[src/rtl/bin2bcd_seq.sv]
// Sequential double-dabble binary-to-BCD converter, one bit per clock, start/busy/done handshake.
// Define BIN2BCD_SIGNED_EN to treat iBin as two's complement and report the sign on oNeg.
module bin2bcd_seq #(
  parameter int BIN_W  = 16,
  parameter int DIGITS = 5
) (
  input  logic                  iClk,
  input  logic                  iRst_n,
  input  logic                  iStart,
  input  logic [BIN_W-1:0]      iBin,
  output logic                  oBusy,
  output logic                  oDone,
  output logic [4*DIGITS-1:0]   oBcd,
  output logic                  oNeg
);

  localparam int BCD_W = 4 * DIGITS;
  localparam int CNT_W = $clog2(BIN_W + 1);

  // True when DIGITS decimal digits can represent every BIN_W-bit value.
  function automatic bit digitsCoverRange();
    longint unsigned cap;
    cap = 1;
    for (int i = 0; i < DIGITS; i++) begin
      if (cap <= (64'd1 << BIN_W)) cap = cap * 10;
    end
    return cap > (64'd1 << BIN_W);
  endfunction

  if (BIN_W < 4 || BIN_W > 32) begin : gBadWidth
    $error("bin2bcd_seq: BIN_W=%0d outside legal range 4..32", BIN_W);
  end
  if (!digitsCoverRange()) begin : gBadDigits
    $error("bin2bcd_seq: DIGITS=%0d too small for BIN_W=%0d", DIGITS, BIN_W);
  end

  typedef enum logic [1:0] {IDLE, SHIFT, DONE} state_t;

  state_t             state, nextState;
  logic [BIN_W-1:0]   shiftReg;
  logic [BCD_W-1:0]   scratch;
  logic [BCD_W-1:0]   adjScratch;
  logic [BCD_W-1:0]   nextScratch;
  logic [CNT_W-1:0]   count;
  logic [BIN_W-1:0]   loadMag;
  logic               lastStep;

  // NOTE: state and datapath registers use non-blocking assignments so every
  // flop samples pre-edge values regardless of block evaluation order.
  always_ff @(posedge iClk or negedge iRst_n) begin
    if (!iRst_n) state <= IDLE;
    else         state <= nextState;
  end

  // NOTE: every output of this block is given a default first so no path
  // through the case leaves a variable unassigned (which would infer a latch).
  always_comb begin
    nextState = state;
    oBusy     = 1'b1;
    oDone     = 1'b0;
    lastStep  = 1'b0;
    case (state)
      IDLE: begin
        oBusy = 1'b0;
        if (iStart) nextState = SHIFT;
      end
      SHIFT: begin
        if (count == CNT_W'(1)) begin
          lastStep  = 1'b1;
          nextState = DONE;
        end
      end
      DONE: begin
        oDone     = 1'b1;
        nextState = IDLE;
      end
      default: nextState = IDLE;
    endcase
  end

  // Add-3 correction on each digit >= 5, then shift the next binary bit in.
  always_comb begin
    adjScratch = scratch;
    for (int d = 0; d < DIGITS; d++) begin
      if (scratch[4*d +: 4] >= 4'd5) adjScratch[4*d +: 4] = scratch[4*d +: 4] + 4'd3;
    end
    nextScratch = {adjScratch[BCD_W-2:0], shiftReg[BIN_W-1]};
  end

`ifdef BIN2BCD_SIGNED_EN
  logic loadNeg;
  logic negFlag;
  logic negResult;

  assign loadNeg = iBin[BIN_W-1];
  // Two's-complement negate; the most negative value maps to 2^(BIN_W-1) unsigned.
  assign loadMag = loadNeg ? (~iBin + BIN_W'(1)) : iBin;

  always_ff @(posedge iClk or negedge iRst_n) begin
    if (!iRst_n) begin
      negFlag   <= 1'b0;
      negResult <= 1'b0;
    end else begin
      if (state == IDLE && iStart) negFlag   <= loadNeg;
      if (lastStep)                negResult <= negFlag;
    end
  end

  assign oNeg = negResult;
`else
  assign loadMag = iBin;
  assign oNeg    = 1'b0;
`endif

  always_ff @(posedge iClk or negedge iRst_n) begin
    if (!iRst_n) begin
      shiftReg <= '0;
      scratch  <= '0;
      count    <= '0;
      oBcd     <= '0;
    end else begin
      case (state)
        IDLE: begin
          if (iStart) begin
            shiftReg <= loadMag;
            scratch  <= '0;
            count    <= CNT_W'(BIN_W);
          end
        end
        SHIFT: begin
          scratch  <= nextScratch;
          shiftReg <= shiftReg << 1;
          count    <= count - CNT_W'(1);
          // oBcd only updates on the final step so displays never see partial digits.
          if (lastStep) oBcd <= nextScratch;
        end
        default: ;
      endcase
    end
  end

endmodule

[config.mk]
export PLATFORM = sky130hd
export DESIGN_NAME = bin2bcd_seq
export DESIGN_NICKNAME = d
export VERILOG_FILES = /design/src/rtl/bin2bcd_seq.sv
export SDC_FILE = /design/constraint.sdc
export NUM_CORES = 1
export LEC_CHECK = 0
export CORE_ASPECT_RATIO = 0.75
export CORE_MARGIN = 2
export CORE_UTILIZATION = 59
export DETAILED_ROUTE_END_ITERATION = 7
export HOLD_SLACK_MARGIN = 0.02
export PLACE_DENSITY = 0.87
export SYNTH_ARGS = -nofsm -noshare
export SYNTH_HDL_FRONTEND = slang
export SYNTH_SLANG_ARGS = --single-unit
[constraint.sdc]
create_clock -name iClk -period 2.83 [get_ports iClk]
set_input_delay 0.283 -clock iClk [delete_from_list [all_inputs] [get_ports iClk]]
set_output_delay 0.283 -clock iClk [all_outputs]
set_load 0.01 [all_outputs]
==> results.json <==
{
  "status": "completed",
  "ys.flops": 63,
  "hold_ws_ns": 0.09674,
  "max_clock_freq_ghz": 0.4635,
  "yosysUniqueCellTypes": 34,
  "max-vdd-ir-drop_mv": 0.8426,
  "ff_type": "dfrtp_1",
  "tightestPinTransition_ns": 0.7697,
  "powerDensity_mw_per_mm2": 1169,
  "p_leak_nw": 1.613,
  "topRoutingLayerUsed": "met4",
  "coreArea_mm2": 0.004982,
  "grt_first_pass_wirelength_mm": 11.04,
  "hold_viol": 0,
  "tool_warnings": 32,
  "hold_class": "in2async",
  "layout-drive-gt1-share": 0.1225,
  "setup_ws_ns": 0.6723,
  "finalClockPeriodUsage": 0.7624,
  "syn_inst": 306,
  "register_area_mm2": 0.001577,
  "cts_tree": "built",
  "drt-wirelength-per-cell_um": 15.28,
  "first_pass_iters": 5,
  "async_flop_share": 1.000,
  "comb_area_mm2": 0.001395,
  "grt_pass1_vias": 2308,
  "io_pins": 42,
  "layout.cells.most_common": "dfrtp_1",
  "finalNetCount": 378,
  "chipWidth_um": 87.93,
  "cp-start-kind": "flip-flop",
  "final_layout_top_logic_cells": "dfrtp_1 (63), o21ai_0 (52), clkdlybuf4s50_1 (39), a21oi_1 (30), nand2_1 (26)",
  "cap_violations": 0
}
## per-stage QoR
stage | area [um^2] | power (mW) | utilization
2_1_floorplan | 3117 | 2.939 | -
3_3_place_gp | 3563 | 3.509 | 0.7152
3_5_place_dp | 3563 | 3.616 | 0.7152
4_1_cts | 3760 | 4.415 | 0.7546
5_1_grt | 3760 | 4.766 | 0.7546
6_report | 3760 | 4.397 | 0.7546
## synth_stat cells (4+ instances only)
cell and n:
clkbuf_1 10, nor3_1 5, dfrtp_1 63, nor2b_1 18, xnor2_1 6, a22o_1 7
inv_1 12, or3b_2 5, mux2_2 6, o21ai_0 52, nor3b_1 4, a21oi_1 30
mux2_4 4, a22oi_1 15, nand2_1 26, ha_1 12, a31oi_1 5, nand2b_1 7
## logic make-up (layout without fill, tap and decap cells)
logic type,Yosys count,in the layout,synth area share
adder cells (fa/ha/maj),12,12,0.04817
AND/OR/NAND/NOR,73,73,0.1361
flip-flops,63,63,0.5058
buffers and inverters,30,75,0.04737
multiplexers,11,11,0.04456
XOR/XNOR,6,6,0.01686
other,1,1,0.001203
AND-OR/OR-AND,110,110,0.1999
## layer usage
layer,GRT usage,up-vias
met5,0,-
met4,0.06923,0
met3,0.08550,9
met2,0.3835,67
met1,0.3411,1149
li1,-,1160
## flip-flops by register name (all words and copies together) (netlist names)
| name | flops |
|---|---|
| oBcd | 20 |
| count | 5 |
| shiftReg | 16 |
| state | 2 |
| scratch | 20 |
## area by class of cell
type | count | share of cell area
repair buffers | 47 | 0.1191
clock inverters | 4 | 0.01198
well taps | 72 | 0.02396
clock buffers | 11 | 0.04027
flip-flops and latches | 63 | 0.4193
inverters | 13 | 0.01431
multi-input cells | 213 | 0.3710
## critical path: stages, from the launching register on
cell and delay, ns:
dfrtp_1 0.77, nor2b_1 0.20, clkdlybuf4s50_1 0.56
## worst paths after layout
check / slack (ns) / end / depth (start not counted) / startpoint
worst max-delay path: 0.67 / oDone / 2 / state[1]
worst min-delay path: 0.1 / oBcd[15] / 2 / iRst_n
worst max register to register: 0.84 / oBcd[1] / 4 / state[0]
worst min register to register: 0.49 / oBcd[18] / 2 / oBcd[18]
max in group asynchronous: 2.23 / oBcd[14] / 2 / iRst_n
min in group iClk: 0.49 / oBcd[18] / 2 / oBcd[18]
## where the power goes
| group | total [mW] | internal (mW) | switching (mW) |
|---|---|---|---|
| combinational | 1.91 | 0.967 | 0.944 |
| sequential | 1.71 | 1.32 | 0.392 |
| clock | 0.775 | 0.445 | 0.331 |
| total | 4.40 | 2.73 | 1.67 |
### Gate families picked out

Bar = 20 um.
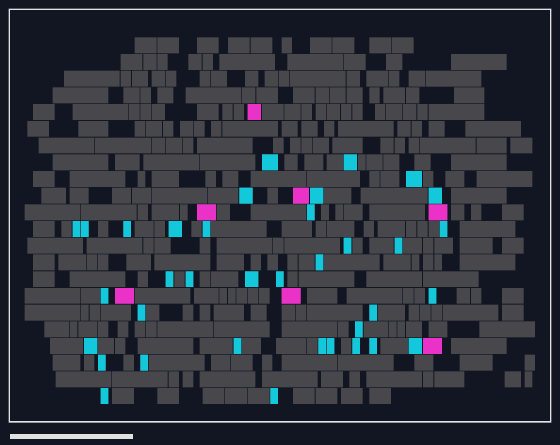
legend:
  AND and OR gates:
    colour: magenta
    cells: 7
  NAND gates:
    colour: cyan
    cells: 36

### Cell area per tile

9 x 7 tiles, from black (low) to pale yellow (high), 0 to 100% covered.
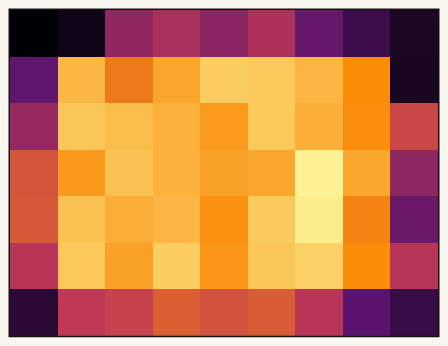
tiles over 75% full: 49%
nearly empty tiles: 1.6%
densest ninth of the die: middle
mean over tiles: 62%
fullest tile: 97%

### Met3 routing

Bar = 20 um.
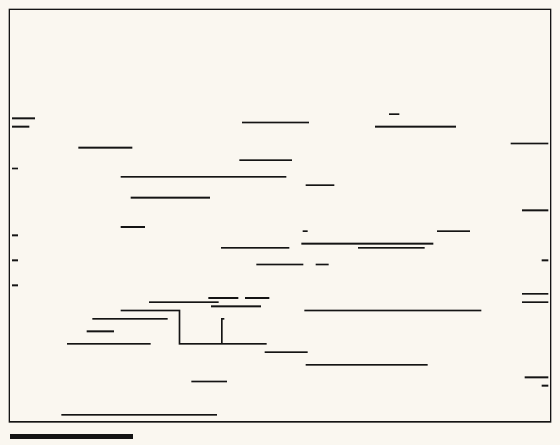
share of all routed wire: 5.5%
longest straight run: 28.5 um
nets with wire on the layer: 29
main direction: horizontal
via count: 2385
WL final: 6.463 mm

### Cell placement

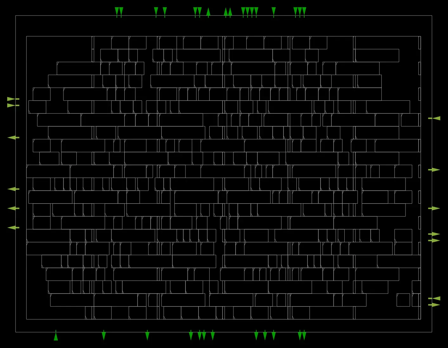
number of fill cells: 348
fraction of area in registers: 0.4193

Power is estimated from default activity; no workload was simulated.
